File: src/rtl/keypad_scan_ctrl.sv
// 4x4 keypad scanner: one-cold column strobes, synchronised/debounced rows,
// press/hold/release tracking with auto-repeat, and a show-ahead event FIFO.
module keypad_scan_ctrl #(
  parameter int SCAN_DIV     = 50000,
  parameter int DEBOUNCE     = 4,
  parameter int REPEAT_DELAY = 32,
  parameter int REPEAT_RATE  = 8,
  parameter int FIFO_DEPTH   = 4
) (
  input  logic       clk,
  input  logic       reset,
  input  logic [3:0] rows,
  output logic [3:0] cols,
  output logic       key_valid,
  output logic [3:0] key_code,
  output logic       key_repeat,
  input  logic       key_ready,
  output logic       overflow
);

  localparam int TICK_W  = (SCAN_DIV > 2) ? $clog2(SCAN_DIV) : 1;
  localparam int CNT_MAX = (DEBOUNCE > REPEAT_DELAY)
                         ? ((DEBOUNCE > REPEAT_RATE) ? DEBOUNCE : REPEAT_RATE)
                         : ((REPEAT_DELAY > REPEAT_RATE) ? REPEAT_DELAY : REPEAT_RATE);
  localparam int CNT_W   = $clog2(CNT_MAX + 1);
  localparam int PTR_W   = $clog2(FIFO_DEPTH);

  localparam logic [TICK_W-1:0] TICK_LAST = TICK_W'(SCAN_DIV - 1);
  localparam logic [CNT_W-1:0]  DEB_C     = CNT_W'(DEBOUNCE);
  localparam logic [CNT_W-1:0]  DELAY_C   = CNT_W'(REPEAT_DELAY);
  localparam logic [CNT_W-1:0]  RATE_C    = CNT_W'(REPEAT_RATE);
  localparam logic [PTR_W:0]    FULL_C    = (PTR_W+1)'(FIFO_DEPTH);

  typedef enum logic [1:0] {
    S_SCAN,
    S_DEBOUNCE,
    S_HELD,
    S_RELEASE
  } state_t;

  logic [3:0]        rows_meta, rows_sync, rows_q, rows_q_n;
  logic [TICK_W-1:0] tick_cnt;
  logic              tick;
  state_t            state, state_n;
  logic [3:0]        cols_n;
  logic [CNT_W-1:0]  cnt, cnt_n, cnt_inc;
  logic              rep_phase, rep_phase_n;
  logic              push, push_rep;
  logic [3:0]        rows_low;
  logic              single;
  logic [1:0]        row_idx, col_idx;

  always_ff @(posedge clk or negedge reset) begin
    if (!reset) begin
      rows_meta <= '1;
      rows_sync <= '1;
    end else begin
      rows_meta <= rows;
      rows_sync <= rows_meta;
    end
  end

  assign tick = (tick_cnt == TICK_LAST);

  always_ff @(posedge clk or negedge reset) begin
    if (!reset) tick_cnt <= '0;
    else        tick_cnt <= tick ? '0 : tick_cnt + TICK_W'(1);
  end

  always_comb begin
    rows_low = ~rows_sync;
    single   = (rows_low != 4'd0) && ((rows_low & (rows_low - 4'd1)) == 4'd0);
    row_idx  = '0;
    col_idx  = '0;
    for (int unsigned i = 0; i < 4; i++) begin
      if (!rows_sync[i]) row_idx = 2'(i);
      if (!cols[i])      col_idx = 2'(i);
    end
  end

  always_ff @(posedge clk or negedge reset) begin
    if (!reset) begin
      state     <= S_SCAN;
      cols      <= 4'b0111;
      cnt       <= '0;
      rows_q    <= '1;
      rep_phase <= 1'b0;
    end else begin
      state     <= state_n;
      cols      <= cols_n;
      cnt       <= cnt_n;
      rows_q    <= rows_q_n;
      rep_phase <= rep_phase_n;
    end
  end

  // Repeat schedule: cnt restarts after every repeat push and rep_phase selects
  // whether the next target is the initial delay or the repeat rate.
  always_comb begin
    state_n     = state;
    cols_n      = cols;
    cnt_n       = cnt;
    rows_q_n    = rows_q;
    rep_phase_n = rep_phase;
    push        = 1'b0;
    push_rep    = 1'b0;
    cnt_inc     = cnt + CNT_W'(1);
    if (tick) begin
      case (state)
        S_SCAN: begin
          if (single) begin
            rows_q_n = rows_sync;
            if (DEBOUNCE == 1) begin
              push        = 1'b1;
              cnt_n       = '0;
              rep_phase_n = 1'b0;
              state_n     = S_HELD;
            end else begin
              cnt_n   = CNT_W'(1);
              state_n = S_DEBOUNCE;
            end
          end else begin
            cols_n = {cols[0], cols[3:1]};
          end
        end
        S_DEBOUNCE: begin
          if (rows_sync == rows_q) begin
            if (cnt_inc == DEB_C) begin
              push        = 1'b1;
              cnt_n       = '0;
              rep_phase_n = 1'b0;
              state_n     = S_HELD;
            end else begin
              cnt_n = cnt_inc;
            end
          end else begin
            state_n = S_SCAN;
          end
        end
        S_HELD: begin
          if (rows_sync == rows_q) begin
            if (cnt_inc == (rep_phase ? RATE_C : DELAY_C)) begin
              push        = 1'b1;
              push_rep    = 1'b1;
              cnt_n       = '0;
              rep_phase_n = 1'b1;
            end else begin
              cnt_n = cnt_inc;
            end
          end else if (DEBOUNCE == 1) begin
            state_n = S_SCAN;
            cols_n  = {cols[0], cols[3:1]};
          end else begin
            cnt_n   = CNT_W'(1);
            state_n = S_RELEASE;
          end
        end
        S_RELEASE: begin
          if (single) begin
            cnt_n       = '0;
            rep_phase_n = 1'b0;
            state_n     = S_HELD;
          end else if (cnt_inc == DEB_C) begin
            state_n = S_SCAN;
            cols_n  = {cols[0], cols[3:1]};
          end else begin
            cnt_n = cnt_inc;
          end
        end
        default: state_n = S_SCAN;
      endcase
    end
  end

  logic [4:0]       mem [FIFO_DEPTH];
  logic [PTR_W-1:0] wr_ptr, rd_ptr;
  logic [PTR_W:0]   count, count_n;
  logic             full, pop, wr_en;

  assign full  = (count == FULL_C);
  assign pop   = key_valid & key_ready;
  assign wr_en = push & (~full | pop);

  always_comb begin
    count_n = count;
    case ({wr_en, pop})
      2'b10:   count_n = count + (PTR_W+1)'(1);
      2'b01:   count_n = count - (PTR_W+1)'(1);
      default: count_n = count;
    endcase
  end

  always_ff @(posedge clk or negedge reset) begin
    if (!reset) begin
      for (int unsigned i = 0; i < FIFO_DEPTH; i++) mem[i] <= '0;
      wr_ptr    <= '0;
      rd_ptr    <= '0;
      count     <= '0;
      key_valid <= 1'b0;
      overflow  <= 1'b0;
    end else begin
      if (wr_en) begin
        mem[wr_ptr] <= {push_rep, row_idx, col_idx};
        wr_ptr      <= wr_ptr + PTR_W'(1);
      end
      if (pop) rd_ptr <= rd_ptr + PTR_W'(1);
      count     <= count_n;
      key_valid <= (count_n != '0);
      overflow  <= push & full & ~pop;
    end
  end

  assign {key_repeat, key_code} = mem[rd_ptr];

endmodule
File: config.mk
export PLATFORM = sky130hd
export DESIGN_NAME = keypad_scan_ctrl
export DESIGN_NICKNAME = d
export VERILOG_FILES = /design/src/rtl/keypad_scan_ctrl.sv
export SDC_FILE = /design/constraint.sdc
export NUM_CORES = 1
export LEC_CHECK = 0
export ABC_AREA = 1
export CELL_PAD_IN_SITES_DETAIL_PLACEMENT = 0
export CELL_PAD_IN_SITES_GLOBAL_PLACEMENT = 1
export CORE_MARGIN = 4
export CORE_UTILIZATION = 45
export DETAILED_ROUTE_END_ITERATION = 8
export GPL_ROUTABILITY_DRIVEN = 0
export PLACE_DENSITY_LB_ADDON = 0.1
export SETUP_SLACK_MARGIN = 0.3
export SYNTH_ARGS = -nofsm -noshare
export SYNTH_HDL_FRONTEND = slang
export SYNTH_SLANG_ARGS = --single-unit
export TNS_END_PERCENT = 10
File: constraint.sdc
create_clock -name clk -period 2.7 [get_ports clk]
set_clock_uncertainty 0.2 [all_clocks]
set_input_delay 0.54 -clock clk [delete_from_list [all_inputs] [get_ports clk]]
set_output_delay 0.54 -clock clk [all_outputs]
set_load 0.005 [all_outputs]
Figure 1. Routing congestion map (run 1).
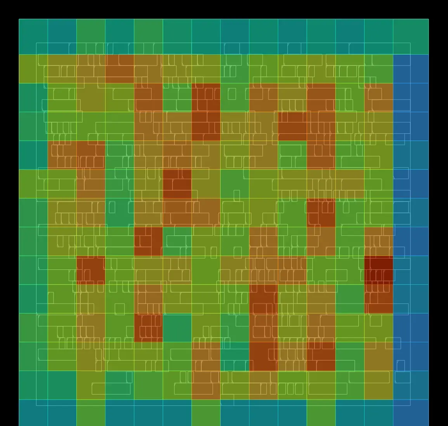
Util after Layout: 55.8%
routed wire length per instance: 13.3 microns
met1 track utilization from global routing: 23.0%
GR Util met3: 4.07%

Figure 2. Sequential cells coloured by netlist name (run 1).
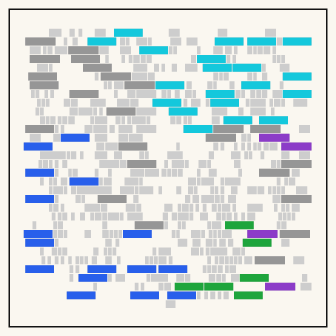
| name in the netlist | colour | flops |
|---|---|---|
| `tick_cnt` | blue | 16 |
| `mem` | cyan | 20 |
| `rows_sync` | purple | 4 |
| `cnt` | green | 6 |
not coloured: 24

==> run summary, run 1 <==
Implementation numbers.

- The run finished with clean final reports.
- For this block, the initial DRC count from the detailed router was 112.
- The worst hold path passes through 0 cells.
- Leaving out fill and tap cells, the most frequent cells in the layout are 92 x sky130_fd_sc_hd__nand2_1, 53 x sky130_fd_sc_hd__dfrtp_1, 52 x sky130_fd_sc_hd__inv_1, 43 x sky130_fd_sc_hd__nor2_1, 25 x sky130_fd_sc_hd__o21ai_1.
- The largest net degree at the start of global routing is 28.
- The net load switching power is 0.000773 W.
- The worst flop-to-flop path endpoint is key_valid$_DFF_PN0_.
- Once the floorplan was initialized, standard cells occupied 46.9% of the core.
- The number of antenna diodes in the final layout is 0.
- The mean area per synthesized cell is 8.44 sq um.
- The total area inside the core boundary comes to 7810 sq um.
- TritonCTS created 9 clock buffers.
- Of the total power, the clock network draws 33.7%.
- The total nets after synthesis is 453.
- The arrival time of data at the critical path endpoint is 1.67 ns.
- The first global-routing pass estimated 13,600 microns of wire.
- In the routed design, unresolved DRC markers number 0.
- The largest vdd supply drop is 0.000400 V.
- The post-synth count of flops with an enable pin is 0.
- The buffer depth of the longest clock path is 2.
- The dominant register cell in the synthesized netlist is sky130_fd_sc_hd__dfrtp_1.
- Per the post-synthesis report, the number of cells in the design is 434.
- In the synthesized netlist the async set-or-reset flop fraction comes to 100%.
- For reference, the top cells by count after synthesis are 94 x sky130_fd_sc_hd__nand2_1, 55 x sky130_fd_sc_hd__dfrtp_1, 55 x sky130_fd_sc_hd__inv_1, 46 x sky130_fd_sc_hd__nor2_1, 25 x sky130_fd_sc_hd__o21ai_1.
- The first-pass detailed-route iteration total is 6.
- Registers are responsible for 45.2% of the overall power.
- The initial antenna violation count is 0.
- TritonCTS built the clock tree.
- The remaining global-route overflow is 0.
- In this run the worst path has a maximum fanout of 7.
- The most critical min-delay path falls under reg -> reg.
- The detailed route wirelength on metal2 is 3720 microns.
- The pin closest to its max-slew limit shows a slew of 0.448 ns.
- The leakage component of the power was reported as 2.08 nW.
- The fraction of power spent switching nets is 29.8%.
- Post-synthesis, Yosys gives the total cell area as 3660 sq um.
- The largest area contributor in the synthesized netlist is sky130_fd_sc_hd__dfrtp_1.
Figure 3. Pin map (run 1).
Pins as bars across the die edge, other pins in grey.
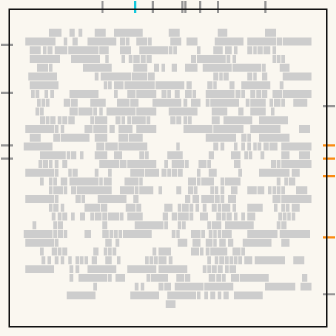
| port | colour | pins | direction | edge |
|---|---|---|---|---|
| `rows` | orange | 4 | input | right |
| `overflow` | cyan | 1 | output | top |
all pins by edge: 8 top, 6 right, 4 left
Die Wd: 98.2 microns
# port buffers: 17

run 1: routing by layer:
layer  track usage [%]  up-vias
met5                 0        -
met4              5.88        0
met3              4.07        4
met2              27.5       49
met1              23.0     1392
li1                  -     1498
run 1: power groups by stage:
| stage | combinational [W] | clock, W | sequential [W] |
|---|---|---|---|
| floorplan | 0.000314 | 0 | 0.00116 |
| global placement | 0.000514 | 0 | 0.00118 |
| detailed placement | 0.000516 | 0 | 0.00118 |
| CTS | 0.000542 | 0.000902 | 0.00117 |
| global route | 0.000620 | 0.000946 | 0.00118 |
| finish | 0.000546 | 0.000874 | 0.00117 |
run 1: area by class of cell:
type,count,area (sq um),share of cell area (%)
clock buffer,10,138,3.16
clock inverter,6,70.1,1.61
sequential,70,1770,40.7
multi-input combinational,294,1660,38.0
tap,102,128,2.93
timing repair buffer,39,338,7.75
inverter,67,255,5.86
run 1: state kept, by name, indices dropped and copies added (netlist names):
name and cells:
count 3, rows_sync 4, rd_ptr 2, wr_ptr 2
key_valid 1, state 2, cols 4, rows_q 4
rows_meta 4, cnt 6, tick_cnt 16, mem 20
rep_phase 1, overflow 1
run 1: critical path: stages, from the launching register on:
cell                              delay [ns]
sky130_fd_sc_hd__dfrtp_2                0.42
sky130_fd_sc_hd__buf_6                  0.14
sky130_fd_sc_hd__o21ai_0                0.08
sky130_fd_sc_hd__o22ai_1                0.16
sky130_fd_sc_hd__clkdlybuf4s50_1        0.52
run 1: per-stage QoR:
stage          setup slack, ns  instances  instance area [sq um]  hold WS (ns)  total power, W
2_1_floorplan            0.319        434                   3660        0.0444         0.00148
3_3_place_gp             0.166        555                   3980         0.150         0.00170
3_5_place_dp             0.141        555                   3980         0.148         0.00170
4_1_cts                  0.218        581                   4280         0.161         0.00261
5_1_grt                  0.138        588                   4360         0.163         0.00275
6_report                 0.288        588                   4360         0.152         0.00259
run 1: cells by family after synthesis:
group,Yosys count,share of synthesized area [%]
flip-flops,70,48.4
multiplexers,2,0.615
adder cells (fa/ha/maj),12,4.31
XOR/XNOR,7,1.67
AND-OR/OR-AND,77,11.9
AND/OR/NAND/NOR,196,25.8
buffers and inverters,70,7.31
run 1: what timing repair did:
item / 4_1_cts / 5_1_grt
setup endpoints to repair: 8 / 13
buffers inserted: 9 / 7
hold endpoints to repair: 13 / 0
pin swaps: 9 / 14
hold buffers: 1 / 0
gates resized: 10 / 10
run 1: how the worst max path moves through the flow:
stage | from | to | slack (ns) | depth (start not counted)
2_1_floorplan | tick_cnt[0]$_DFF_PN0_ | key_valid$_DFF_PN0_ | 0.32 | 15
3_3_place_gp | rows_sync[0]$_DFF_PN1_ | key_valid$_DFF_PN0_ | 0.17 | 18
3_5_place_dp | rows_sync[1]$_DFF_PN1_ | key_valid$_DFF_PN0_ | 0.14 | 16
4_1_cts | rd_ptr[1]$_DFFE_PN0P_ | key_repeat | 0.22 | 4
5_1_grt | rows_sync[1]$_DFF_PN1_ | key_valid$_DFF_PN0_ | 0.14 | 18
6_report | rd_ptr[0]$_DFFE_PN0P_ | key_code[2] | 0.29 | 4
Figure 4. M3 wires (run 1).
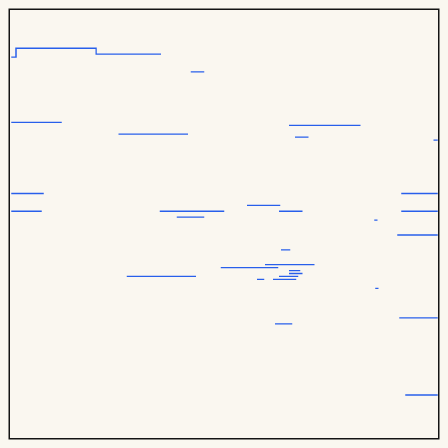

==> run 2: changes to the inputs <==
--- a/config.mk
+++ b/config.mk
@@ -9,7 +9,7 @@
 export CELL_PAD_IN_SITES_DETAIL_PLACEMENT = 0
 export CELL_PAD_IN_SITES_GLOBAL_PLACEMENT = 1
 export CORE_MARGIN = 4
-export CORE_UTILIZATION = 45
+export CORE_UTILIZATION = 38
 export DETAILED_ROUTE_END_ITERATION = 8
 export GPL_ROUTABILITY_DRIVEN = 0
 export PLACE_DENSITY_LB_ADDON = 0.1
Figure 5. M3 wires (run 2).
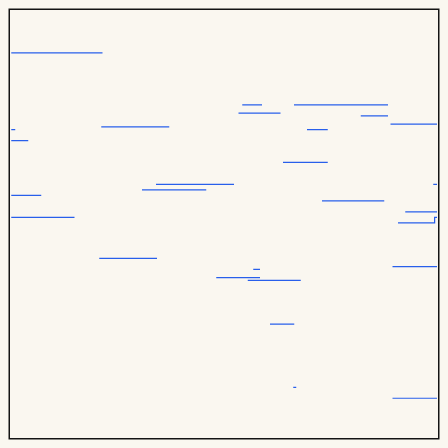
longest straight run: 23.0 microns
main direction: horizontal
via count: 2,848
GR Util met3: 4.49%

Figure 6. Pin map (run 2).
Pins as bars across the die edge, other pins in grey.
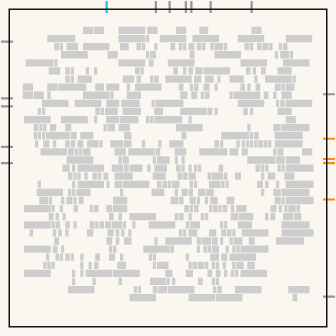
| port | colour | pins | direction | edge |
|---|---|---|---|---|
| `rows` | orange | 4 | input | right |
| `overflow` | cyan | 1 | output | top |
all pins by edge: 7 top, 6 right, 5 left
Die Wd: 106 microns
die span in y: 106 microns

==> run summary, run 2 <==
Implementation numbers.

- The register containing the most flip-flops in the final layout is mem.
- The DRC violation total after the first TritonRoute iteration is 80 (-29%).
- The instance area after placement is 4020 sq um (+1.2%).
- The largest net degree at the start of global routing is 71 (+150%).
- The chip area line of the yosys report is 3660 sq um (unchanged).
- The fraction of power spent switching nets is 28.0% (-1.8 points).
- The count of placed standard cells including taps was 582 (+4.9%).
- The final standard cell count with taps included and fillers excluded is 617 (+4.9%).
- The arrival time of data at the critical path endpoint came to 1.69 ns (+0.02 ns).
- The final worst setup slack came to 0.270 ns (-0.0177 ns).
- The most common logic cells in the final layout are 90 x sky130_fd_sc_hd__nand2_1, 52 x sky130_fd_sc_hd__dfrtp_1, 51 x sky130_fd_sc_hd__inv_1, 42 x sky130_fd_sc_hd__nor2_1, 25 x sky130_fd_sc_hd__o21ai_1.
- The run finished with clean final reports.
- The utilization of the core after routing is 47.6% (-8.3 points).
- The post-synthesis async set-or-reset flop share came to 100% (unchanged).
- The first-pass detailed-route iteration total is 4 (-2).
- The critical-path maximum fanout is 6 (-1).
- The number of diodes added for antenna fixing is 0 (unchanged).
- The buffer depth of the longest clock path came to 2 (unchanged).
- The initial core utilization is 39.2% (-7.6 points).
- The remaining global-route overflow came to 0 (unchanged).
- The share of total power in sequential cells was 44.7% (-0.5 points).
- The largest registers in the layout are mem (20), tick_cnt (16), cnt (6).
- The core area came to 9330 sq um (+19%).
- The actual slew at the worst max-slew pin came to 0.432 ns (-0.0165 ns).
- The wire length of the first global-routing pass came to 13,000 microns (-3.7%).
- After synthesis, the most frequently instantiated cells are 94 x sky130_fd_sc_hd__nand2_1, 55 x sky130_fd_sc_hd__dfrtp_1, 55 x sky130_fd_sc_hd__inv_1, 46 x sky130_fd_sc_hd__nor2_1, 25 x sky130_fd_sc_hd__o21ai_1.
- The flip-flop count of the largest register after layout is 20 (unchanged).
- The mean routed wirelength per cell is 12.7 microns (-4.0%).
- The pre-CTS setup slack was 0.136 ns (-0.00481 ns).
- The DRC violations left is 0 (unchanged).
- The initial antenna violation count came to 0 (unchanged).
- The TritonCTS buffer count was 9 (unchanged).
- For this run, the leading register cell type out of synthesis is sky130_fd_sc_hd__dfrtp_1.
- The net load switching power was 0.000731 W (-5.4%).
==> run 2: cell count changes in the layout (fill, tap and decap cells not counted), moves of 2 or more <==
cell,change
sky130_fd_sc_hd__buf_4,+3
sky130_fd_sc_hd__clkbuf_1,+3
sky130_fd_sc_hd__clkinvlp_4,-3
sky130_fd_sc_hd__clkbuf_8,+2
sky130_fd_sc_hd__nand2_1,-2
sky130_fd_sc_hd__nand2_2,+2
==> run 2: final timing paths <==
check	slack (ns)	cells past startpoint	from	to
worst min register to register	0.16	0	rows_meta[1]$_DFF_PN1_	rows_sync[1]$_DFF_PN1_
worst min-delay path	0.003	2	reset	tick_cnt[6]$_DFF_PN0_
worst max register to register	0.31	18	rows_sync[0]$_DFF_PN1_	key_valid$_DFF_PN0_
max in group asynchronous	1.95	2	reset	cols[0]$_DFFE_PN1P_
min in group clk	0.16	0	rows_meta[1]$_DFF_PN1_	rows_sync[1]$_DFF_PN1_
worst max-delay path	0.27	4	rd_ptr[0]$_DFFE_PN0P_	key_code[2]
==> run 2: kinds of logic (layout without fill, tap and decap cells) <==
kind of cell | Yosys count | after routing | share of synthesized area (%)
multiplexers | 2 | 2 | 0.615
XOR/XNOR | 7 | 7 | 1.67
buffers and inverters | 70 | 124 | 7.31
AND/OR/NAND/NOR | 196 | 196 | 25.8
flip-flops | 70 | 70 | 48.4
adder cells (fa/ha/maj) | 12 | 12 | 4.31
AND-OR/OR-AND | 77 | 77 | 11.9
==> run 2: per-stage QoR <==
step / total power [W] / hold slack [ns]
floorplan: 0.00148 / 0.0444
global placement: 0.00171 / 0.151
detailed placement: 0.00170 / 0.149
CTS: 0.00264 / 0.00463
global route: 0.00277 / 0.0196
finish: 0.00261 / 0.00294
==> run 2: critical path: stages, from the launching register on <==
cell	delay [ns]
sky130_fd_sc_hd__dfrtp_2	0.41
sky130_fd_sc_hd__buf_4	0.16
sky130_fd_sc_hd__o21ai_0	0.09
sky130_fd_sc_hd__o22ai_1	0.16
sky130_fd_sc_hd__clkdlybuf4s50_1	0.52
==> run 2: timing repair <==
action	4_1_cts	5_1_grt
endpoints found under the setup margin	8	12
resized	9	18
pin swaps	2	17
setup buffers	7	12
==> run 2: per-layer routing <==
layer / global-route usage (%) / part of all wire (%)
met1: 20.3 / 51
met2: 21.9 / 45
met3: 4.49 / 3.5
met4: 5.18 / 0.83
met5: 0 / 0
==> run 2: cell type report <==
class	instances	area (sq um)	area share, %
timing repair buffer	41	357	8.03
multi-input combinational	294	1680	37.9
clock buffer	15	176	3.98
inverter	67	255	5.75
sequential	70	1770	40.0
clock inverter	1	30.0	0.677
tap	129	161	3.64
==> run 2: power groups by stage <==
| stage | sequential [W] | combinational (W) | clock, W |
|---|---|---|---|
| after global placement | 0.00119 | 0.000519 | 0 |
| after floorplan | 0.00116 | 0.000314 | 0 |
| final | 0.00117 | 0.000563 | 0.000882 |
| after detailed placement | 0.00119 | 0.000516 | 0 |
| after global routing | 0.00118 | 0.000637 | 0.000955 |
| after CTS | 0.00117 | 0.000548 | 0.000923 |
==> run 3: changes to the inputs <==
--- a/config.mk
+++ b/config.mk
@@ -6,6 +6,7 @@
 export NUM_CORES = 1
 export LEC_CHECK = 0
 export ABC_AREA = 1
+export CAP_MARGIN = 5
 export CELL_PAD_IN_SITES_DETAIL_PLACEMENT = 0
 export CELL_PAD_IN_SITES_GLOBAL_PLACEMENT = 1
 export CORE_MARGIN = 4
Figure 7. Pin map (run 3).
Pins as bars across the die edge, other pins in grey.
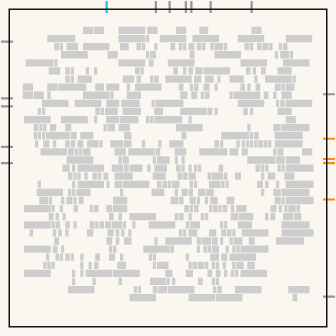
| port | colour | pins | direction | edge |
|---|---|---|---|---|
| `overflow` | cyan | 1 | output | top |
| `rows` | orange | 4 | input | right |
all pins by edge: 7 top, 6 right, 5 left

Figure 8. M3 wires (run 3).
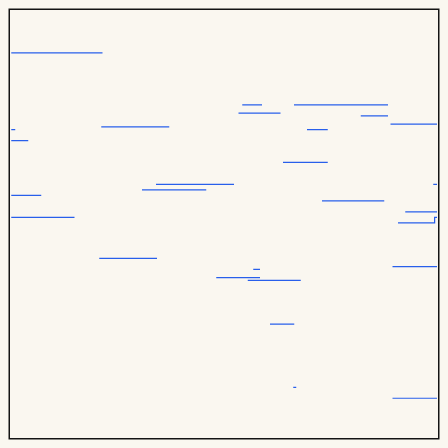
longest straight run: 23.0 microns
wire length on this layer: 272 microns
nets with wire on the layer: 20
post-detailed-routing wire length: 7850 microns

==> run summary, run 3 <==
Implementation numbers.

- The chip area line of the yosys report came to 3660 sq um (unchanged).
- The critical-path maximum fanout was 6 (unchanged).
- The first-pass detailed-route iteration total is 4 (unchanged).
- The arrival time of data at the critical path endpoint is 1.69 ns (about the same).
- The via count of the first global-routing pass is 2,654.
- The synthesis run shows the most used standard cells to be 94 x sky130_fd_sc_hd__nand2_1, 55 x sky130_fd_sc_hd__dfrtp_1, 55 x sky130_fd_sc_hd__inv_1, 46 x sky130_fd_sc_hd__nor2_1, 25 x sky130_fd_sc_hd__o21ai_1.
- The worst slew margin relative to its limit is 71.2%.
- The floorplan die width is 106 microns (unchanged).
- The largest net degree at the start of global routing is 71 (unchanged).
- The wire length of the first global-routing pass is 13,000 microns (unchanged).
- The count of nets left with antenna violations after detail routing is 0.
- The most used routing layer is met2.
- The number of instances in the synthesized netlist is 434.
- The global routing usage on met1 came to 20.3% (unchanged).
- The total number of vias is 2,848 (unchanged).
- The met2 track demand over resource in global routing is 21.9% (unchanged).
- Ranked by flip-flop count, first place goes to mem.
- The TritonCTS buffer count is 9 (unchanged).
- The total power of the final layout is 0.00261 W (unchanged).
- TritonCTS built the clock tree.
- The global routing met3 resource utilization came to 4.49% (unchanged).
- The flow ran to the end, and the final reports show no timing, DRC or antenna violations.
- The clock sink total is 70.
- The mean routed wirelength per cell is 12.7 microns (unchanged).
- The actual slew at the worst max-slew pin is 0.432 ns (unchanged).
- In the final layout, the registers with the most flip-flops are mem (20), tick_cnt (16), cnt (6).
- Looking at the VDD voltage map, the peak drop is 0.000360 V.
- The mean area per synthesized cell is 8.44 sq um.
- The flip-flop count of the largest register after layout was 20 (unchanged).
- The DRC violations left is 0 (unchanged).
- The buffer depth of the longest clock path is 2 (unchanged).
- The DRC violation total after the first TritonRoute iteration came to 80 (unchanged).
- The initial antenna violation count was 0 (unchanged).
- After synthesis the cells add up to 3660 sq um.
- The utilization of the core after routing is 47.6% (unchanged).
- The core area is 9330 sq um (unchanged).
- The number of diodes added for antenna fixing is 0 (unchanged).
- Per the cell usage report, the commonest logic cells after layout are 90 x sky130_fd_sc_hd__nand2_1, 52 x sky130_fd_sc_hd__dfrtp_1, 51 x sky130_fd_sc_hd__inv_1, 42 x sky130_fd_sc_hd__nor2_1, 25 x sky130_fd_sc_hd__o21ai_1.
- The post-synthesis async set-or-reset flop share is 100% (unchanged).
- The initial core utilization is 39.2% (unchanged).
- The most used flip-flop cell after synthesis is sky130_fd_sc_hd__dfrtp_1.
- The yosys synthesis warning count is 0.
- The clock tree synthesis step divided the H-tree into 3 levels.
- The proportion of synthesized chip area in sequential cells is 48.4%.
- The remaining global-route overflow is 0 (unchanged).
- The die height is 106 microns (unchanged).
- The insertion delay to the later sink of the worst-skew pair is 0.35 ns.
==> run 3: cell counts after synthesis <==
Identical to the previous run, type by type.
==> run 3: critical path: stages (launching register included) <==
cell,delay [ns]
sky130_fd_sc_hd__dfrtp_2,0.41
sky130_fd_sc_hd__buf_4,0.16
sky130_fd_sc_hd__o21ai_0,0.09
sky130_fd_sc_hd__o22ai_1,0.16
sky130_fd_sc_hd__clkdlybuf4s50_1,0.52
==> run 3: cell type report <==
cell class,instances,area [sq um]
Clock inverter,1,30.0
Fill cell,935,4890
Clock buffer,15,176
Timing Repair Buffer,41,357
Sequential cell,70,1770
Tap cell,129,161
Inverter,67,255
Multi-Input combinational cell,294,1680
==> run 3: report_power, final <==
part | switching, W | total (W) | internal (W)
combinational | 0.000293 | 0.000563 | 0.000270
sequential | 0.0000614 | 0.00117 | 0.00111
clock | 0.000377 | 0.000882 | 0.000504
==> run 3: metrics by stage <==
stage | area, sq um | cells | hold WS [ns] | setup slack, ns
global placement | 4020 | 582 | 0.151 | 0.164
global route | 4440 | 617 | 0.0196 | 0.137
CTS | 4300 | 605 | 0.00463 | 0.208
detailed placement | 4020 | 582 | 0.149 | 0.136
floorplan | 3660 | 434 | 0.0444 | 0.319
finish | 4440 | 617 | 0.00294 | 0.270
==> run 3: kinds of logic (layout without fill, tap and decap cells) <==
kind of cell | after synthesis | after routing | synth area share [%]
AND-OR/OR-AND | 77 | 77 | 11.9
multiplexers | 2 | 2 | 0.615
flip-flops | 70 | 70 | 48.4
adder cells (fa/ha/maj) | 12 | 12 | 4.31
AND/OR/NAND/NOR | 196 | 196 | 25.8
buffers and inverters | 70 | 124 | 7.31
XOR/XNOR | 7 | 7 | 1.67
==> run 3: routing by layer <==
layer | part of all wire, % | vias up | routed length [microns]
li1 | - | 1498 | -
met1 | 51 | 1302 | 3970
met3 | 3.5 | 8 | 272
met2 | 45 | 40 | 3540
met4 | 0.83 | 0 | 65
met5 | 0 | - | 0
==> run 3: worst paths after layout <==
path                                             start                endpoint  slack (ns)  cells after the start
worst min-delay path                             reset   tick_cnt[6]$_DFF_PN0_       0.003                      2
worst max register to register  rows_sync[0]$_DFF_PN1_     key_valid$_DFF_PN0_        0.31                     18
worst max-delay path             rd_ptr[0]$_DFFE_PN0P_             key_code[2]        0.27                      4
max in group asynchronous                        reset     cols[0]$_DFFE_PN1P_        1.95                      2
worst min register to register  rows_meta[1]$_DFF_PN1_  rows_sync[1]$_DFF_PN1_        0.16                      0
min in group clk                rows_meta[1]$_DFF_PN1_  rows_sync[1]$_DFF_PN1_        0.16                      0
==> run 3: repair_timing <==
action / CTS / global route
pin swaps: 2 / 17
endpoints found under the setup margin: 8 / 12
gates resized: 9 / 18
setup buffers: 7 / 12
Power and IR drop assume default switching activity.
